### src/rtl/counter_ctrl.sv
// counter_ctrl: sequencer for a downstream 4-bit up/down counter.
// It loads a seed, then issues count enables (up, down or ping-pong)
// until the fed-back counter value reaches the captured terminal value.
// Pause freezes counting, stop aborts the run, and clear is a synchronous
// active-low reset. All outputs decode combinationally from the state
// register, the captured registers and A_count, so they carry no extra latency.

module counter_ctrl (
   input  logic       clk,
   input  logic       clear,
   input  logic       start,
   input  logic       stop,
   input  logic       pause,
   input  logic [1:0] mode,
   input  logic [3:0] seed,
   input  logic [3:0] limit,
   input  logic [3:0] A_count,
   output logic [3:0] data_out,
   output logic       load,
   output logic       count,
   output logic       updown,
   output logic       busy,
   output logic       done,
   output logic [7:0] steps
);

   typedef enum logic [2:0] {
      S_IDLE     = 3'd0,
      S_LOAD     = 3'd1,
      S_RUN_UP   = 3'd2,
      S_RUN_DOWN = 3'd3,
      S_HOLD     = 3'd4,
      S_DONE     = 3'd5
   } state_t;

   localparam logic [1:0] MODE_UP   = 2'b00;
   localparam logic [1:0] MODE_DOWN = 2'b01;
   localparam logic [1:0] MODE_PING = 2'b10;

   state_t     state_q;
   logic [1:0] mode_q;
   logic [3:0] seed_q;
   logic [3:0] limit_q;
   logic [7:0] steps_q;
   logic       dir_q;      // direction saved on entry to HOLD, 1 = down
   logic [7:0] steps_d;
   logic       load_s;
   logic       count_s;
   logic       updown_s;
   logic       up_term_s;
   logic       dn_term_s;

   assign up_term_s = (A_count == limit_q);
   assign dn_term_s = (A_count == 4'd0);

   // Decode counter controls from the current state and the fed-back count.
   always_comb begin
      load_s   = 1'b0;
      count_s  = 1'b0;
      updown_s = 1'b0;
      case (state_q)
         S_LOAD: begin
            load_s = 1'b1;
         end
         S_RUN_UP: begin
            updown_s = 1'b0;
            count_s  = ~up_term_s;
         end
         S_RUN_DOWN: begin
            updown_s = 1'b1;
            count_s  = ~dn_term_s;
         end
         S_HOLD: begin
            updown_s = dir_q;
         end
         default: begin
            load_s   = 1'b0;
            count_s  = 1'b0;
            updown_s = 1'b0;
         end
      endcase
   end

   // Saturating step counter increment, taken only when a count enable is issued.
   always_comb begin
      if (count_s && (steps_q != 8'hFF)) begin
         steps_d = steps_q + 8'd1;
      end else begin
         steps_d = steps_q;
      end
   end

   // Sequencer state machine with capture registers and step counter.
   always_ff @(posedge clk) begin
      if (!clear) begin
         state_q <= S_IDLE;
         mode_q  <= 2'b00;
         seed_q  <= 4'd0;
         limit_q <= 4'd0;
         steps_q <= 8'd0;
         dir_q   <= 1'b0;
      end else begin
         case (state_q)
            S_IDLE: begin
               if (start && !stop) begin
                  mode_q  <= mode;
                  seed_q  <= seed;
                  limit_q <= limit;
                  steps_q <= 8'd0;
                  state_q <= S_LOAD;
               end
            end
            S_LOAD: begin
               if (stop) begin
                  state_q <= S_IDLE;
               end else begin
                  case (mode_q)
                     MODE_UP:   state_q <= S_RUN_UP;
                     MODE_PING: state_q <= S_RUN_UP;
                     MODE_DOWN: state_q <= S_RUN_DOWN;
                     default:   state_q <= S_DONE;
                  endcase
               end
            end
            S_RUN_UP: begin
               steps_q <= steps_d;
               if (stop) begin
                  state_q <= S_IDLE;
               end else if (pause) begin
                  dir_q   <= 1'b0;
                  state_q <= S_HOLD;
               end else if (up_term_s) begin
                  // A zero-count cycle at the terminal value is the reversal dwell.
                  state_q <= (mode_q == MODE_PING) ? S_RUN_DOWN : S_DONE;
               end
            end
            S_RUN_DOWN: begin
               steps_q <= steps_d;
               if (stop) begin
                  state_q <= S_IDLE;
               end else if (pause) begin
                  dir_q   <= 1'b1;
                  state_q <= S_HOLD;
               end else if (dn_term_s) begin
                  state_q <= (mode_q == MODE_PING) ? S_RUN_UP : S_DONE;
               end
            end
            S_HOLD: begin
               if (stop) begin
                  state_q <= S_IDLE;
               end else if (!pause) begin
                  state_q <= dir_q ? S_RUN_DOWN : S_RUN_UP;
               end
            end
            S_DONE: begin
               state_q <= S_IDLE;
            end
            default: begin
               state_q <= S_IDLE;
            end
         endcase
      end
   end

   assign data_out = seed_q;
   assign load     = load_s;
   assign count    = count_s;
   assign updown   = updown_s;
   assign busy     = (state_q != S_IDLE);
   assign done     = (state_q == S_DONE);
   assign steps    = steps_q;

endmodule
### config.mk
export PLATFORM = sky130hd
export DESIGN_NAME = counter_ctrl
export DESIGN_NICKNAME = d
export VERILOG_FILES = /design/src/rtl/counter_ctrl.sv
export SDC_FILE = /design/constraint.sdc
export NUM_CORES = 1
export LEC_CHECK = 0
export CAP_MARGIN = 5
export CORE_MARGIN = 4
export CORE_UTILIZATION = 38
export DETAILED_ROUTE_END_ITERATION = 10
export PLACE_DENSITY = 0.74
export SLEW_MARGIN = 20
export SYNTH_ARGS = -nofsm -noshare
export SYNTH_HDL_FRONTEND = slang
export SYNTH_SLANG_ARGS = --single-unit
### constraint.sdc
create_clock -name clk -period 1.9 [get_ports clk]
set_input_delay 0.19 -clock clk [delete_from_list [all_inputs] [get_ports clk]]
set_output_delay 0.19 -clock clk [all_outputs]
set_load 0.01 [all_outputs]
==> run_1/final_congestion.png <==
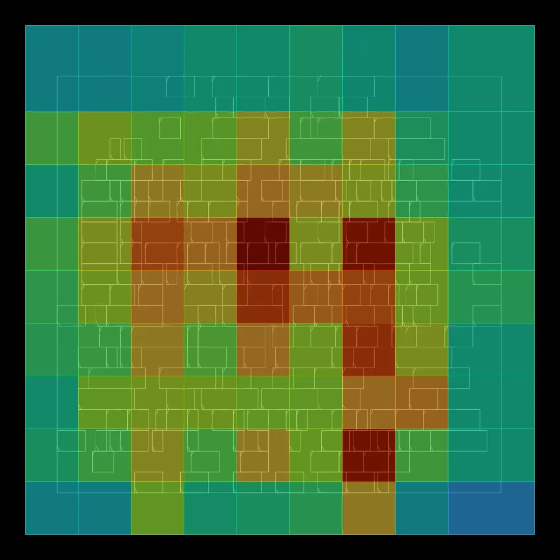
M2 GR Usage: 31.1%
Most Used Layer, Global Route: met2
GR Util met3: 3.20%

==> run_1/met2.png <==
The bar under the picture is 20 um long.
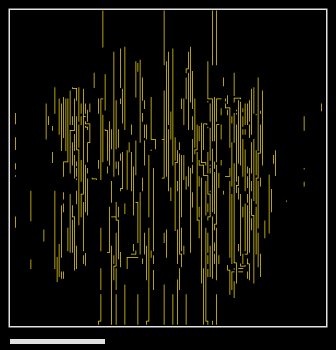
main direction: vertical
wire length on this layer: 1890 um
longest straight run: 26.2 um
share of all routed wire: 54%
nets with wire on the layer: 207
drt total wl: 3520 um
routed vias: 1362

==> run_1/met3.png <==
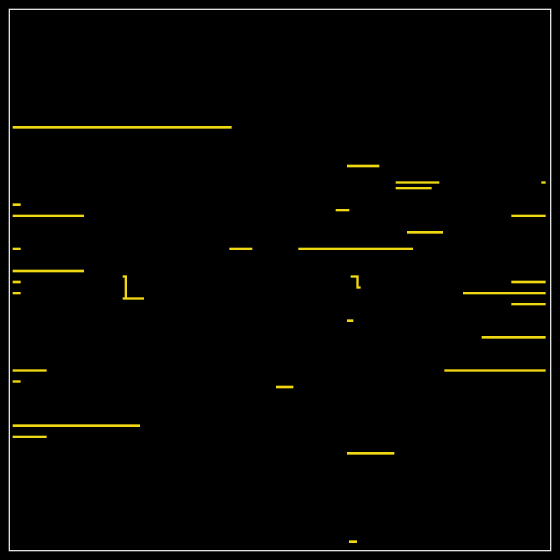
nets with wire on the layer: 29
main direction: horizontal
share of all routed wire: 4.6%
wire length on this layer: 163 um
longest straight run: 26.7 um

==> metrics.cfg, run 1 <==
[run_status]
status=complete, no violations

[synth]
yosys_cells=162
ys_top_logic_family=simple AND/OR/NAND/NOR gates
ys_types=49
area_leaders=dfxtp_1 34%, nand2_1 12%, a21boi_0 5.8%
edf_count=0
syn_area_per_cell_um2=8.02

[finish]
syn2layout_area_growth_pct=42.2
flop-count=22
final_area_um2=1850
finalNonFillerCells=253
buffers=51

[worst_setup_path]
cp-start-kind=register
slowest_stage=dfxtp_1
rrSetupSlack_ns=0.15
rr_startpoint=state_q[0]$_SDFFE_PN0P_
critPathKind=register to output pin
rr_endpoint=steps[6]$_SDFFE_PN0P_

[die]
die_w_um=66.5
fp_util_pct=41.2

[power_and_ir_drop]
sw_frac_of_total_pct=34.2
p_clk_w=0.000353
pg_comb_w=0.000678

[worst_hold_path]
hold_end=mode_q[1]$_SDFFE_PN0P_

[grt]
antenna_found_initial=0
gr-total-overflow=0
track_usage_pct=17.1

[routing]
top_layer=met4
drt_iter0_drc=119

[clock_tree]
cts_buffers=3

[place]
post-dp-hpwl_um=2790

[timing]
rsz0062_at_grt=no
tightest_slew_ns=0.404
fin_crit_sh_pct=92.3

[flow_run]
maxCapViolCount=0

--- run 2 (diff from run 1) ---
- CORE_MARGIN: 4 -> 2
- SLEW_MARGIN: 20 -> default
==> run_2/gate_families.png <==
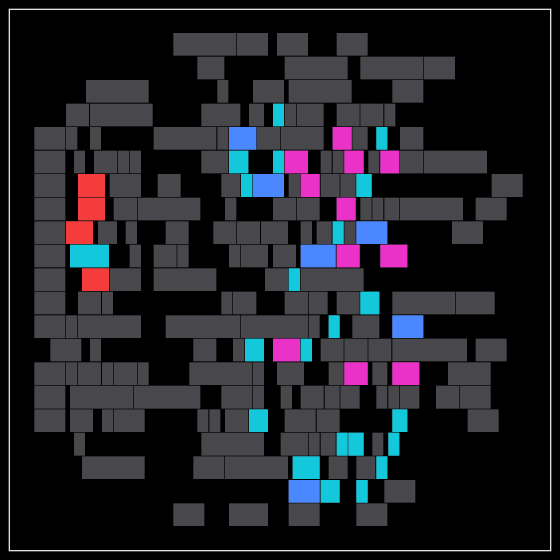
legend:
  blue:
    family: AND-OR and OR-AND gates
    cells: 6
    most_used: a32o_1
  red:
    family: XOR/XNOR gates
    cells: 4
    most_used: xnor2_1
    where: left middle
  cyan:
    family: NOR gates
    cells: 22
    most_used: nor2_1
  magenta:
    family: AND and OR gates
    cells: 11
    most_used: or3_1
fin cells: 251
multi-input combinational area share: 44.5%
most frequent logic cell in the layout: nand2_1

==> run_2/final_congestion.png <==
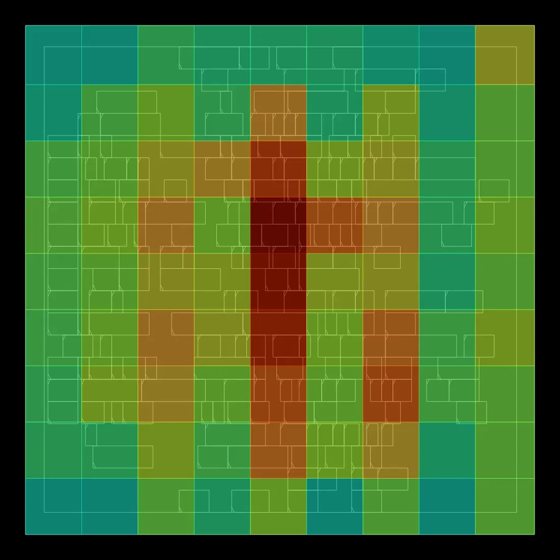
Routed WL per cell: 11.8 um
end-of-flow core utilization: 54.2%
Tot GR Track Use: 15.9%

==> run_2/met3.png <==
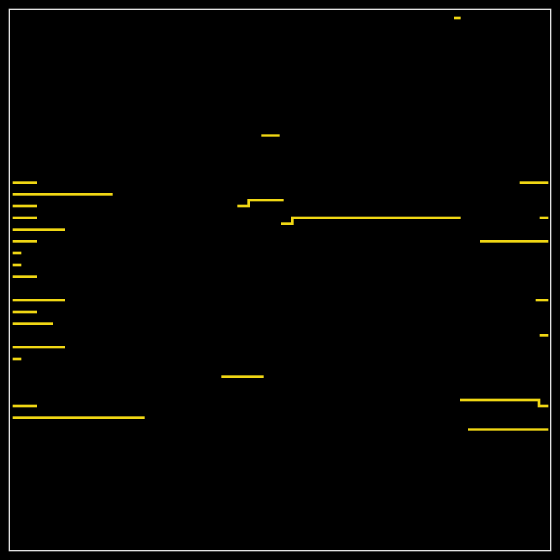
main direction: horizontal
longest straight run: 19.3 um
GR Util met3: 3.24%
drt total wl: 2960 um
routed vias: 1281

==> metrics.cfg, run 2 <==
[run_status]
status=complete, no violations  ; unchanged

[synth]
synthTopCellsByCount=41 x nand2_1, 22 x dfxtp_1, 13 x nor2_1  ; unchanged
ys_sh_mux_pct=1.54  ; unchanged
synth_top_cell_by_area=dfxtp_1  ; unchanged
ys_types=49  ; unchanged
yosys_cells=162  ; unchanged
ys_top_logic_family=simple AND/OR/NAND/NOR gates  ; unchanged
synthesis.instances=162  ; unchanged
yosys.cell_count.top_type=nand2_1  ; unchanged
postSynthSeqShare_pct=33.9  ; unchanged
ys_ff=22  ; unchanged
edf_count=0  ; unchanged
area_leaders=dfxtp_1 34%, nand2_1 12%, a21boi_0 5.8%  ; unchanged
syn_area_per_cell_um2=8.02  ; unchanged

[grt]
busiest_layer=met2  ; unchanged
use_met2_pct=25.9  ; was 31.1%
antenna_found_initial=0  ; unchanged
gr-total-overflow=0  ; unchanged
met1_usage_pct=21.3  ; was 19.7%

[die]
fp_util_pct=39.2  ; was 41.2%
ioPinCount=36  ; unchanged
chipArea_um2=3900  ; was 4420 um2
die_w_um=62.5  ; was 66.5 um

[finish]
flop-count=22  ; unchanged
syn2layout_area_growth_pct=38.2  ; was 42.2%
buffer_area_share_pct=24.8  ; was 26.6%
final_area_um2=1790  ; was 1850 um2
buffers=47  ; was 51
num_antenna_cells=0  ; unchanged

[timing]
setup_viol=0  ; unchanged
finalWorstSetupSlack_ns=0.116  ; was 0.146 ns
rsz0062_at_grt=no  ; unchanged
slew-limit-headroom_pct=69.2  ; was 73.0%
hold_slack_ns=0.432  ; was 0.422 ns
fin_crit_sh_pct=93.9  ; was 92.3%
fin_setup_tns_ns=0  ; unchanged
tightest_slew_ns=0.456  ; was 0.404 ns
fin_crit_ns=1.78  ; was 1.75 ns

[flow_run]
maxCapViolCount=0  ; unchanged
warning_count=26  ; unchanged

[power_and_ir_drop]
p_clk_w=0.000257  ; was 0.000353 W
pg_comb_w=0.000645  ; was 0.000678 W
maxPowerGroup=combinational cells  ; unchanged
sw_frac_of_total_pct=35.8  ; was 34.2%

[clock_tree]
clockRootBuffer=clkbuf_4  ; unchanged
cts_buffers=3  ; unchanged

[worst_setup_path]
cp-start-kind=register  ; unchanged
critPathKind=register to output pin  ; unchanged
crit_family=buffers and inverters  ; was flip-flops
cp_num_buf_inv=3  ; was 1
slowest_stage=clkdlybuf4s50_1  ; was dfxtp_1
rr_startpoint=steps[0]$_SDFFE_PN0P_  ; was state_q[0]$_SDFFE_PN0P_
rr_endpoint=steps[3]$_SDFFE_PN0P_  ; was steps[6]$_SDFFE_PN0P_
rrSetupSlack_ns=0.19  ; was 0.15 ns
critPathCaptureType=output pin  ; unchanged

[place]
gp_congestion=0.772  ; was 0.884
dp_worst_setup_slack_ns=-0.0514  ; was -0.0578 ns
post-dp-hpwl_um=2300  ; was 2790 um

[worst_hold_path]
hold_end=data_out[0]$_SDFFE_PN0P_  ; was mode_q[1]$_SDFFE_PN0P_
holdCritPathClass=input pin to register  ; unchanged

[routing]
ant_nets=0  ; unchanged
top_layer=met4  ; unchanged
drt_iter0_drc=35  ; was 119

No activity file was given, so power comes from the tool's default toggle rates.
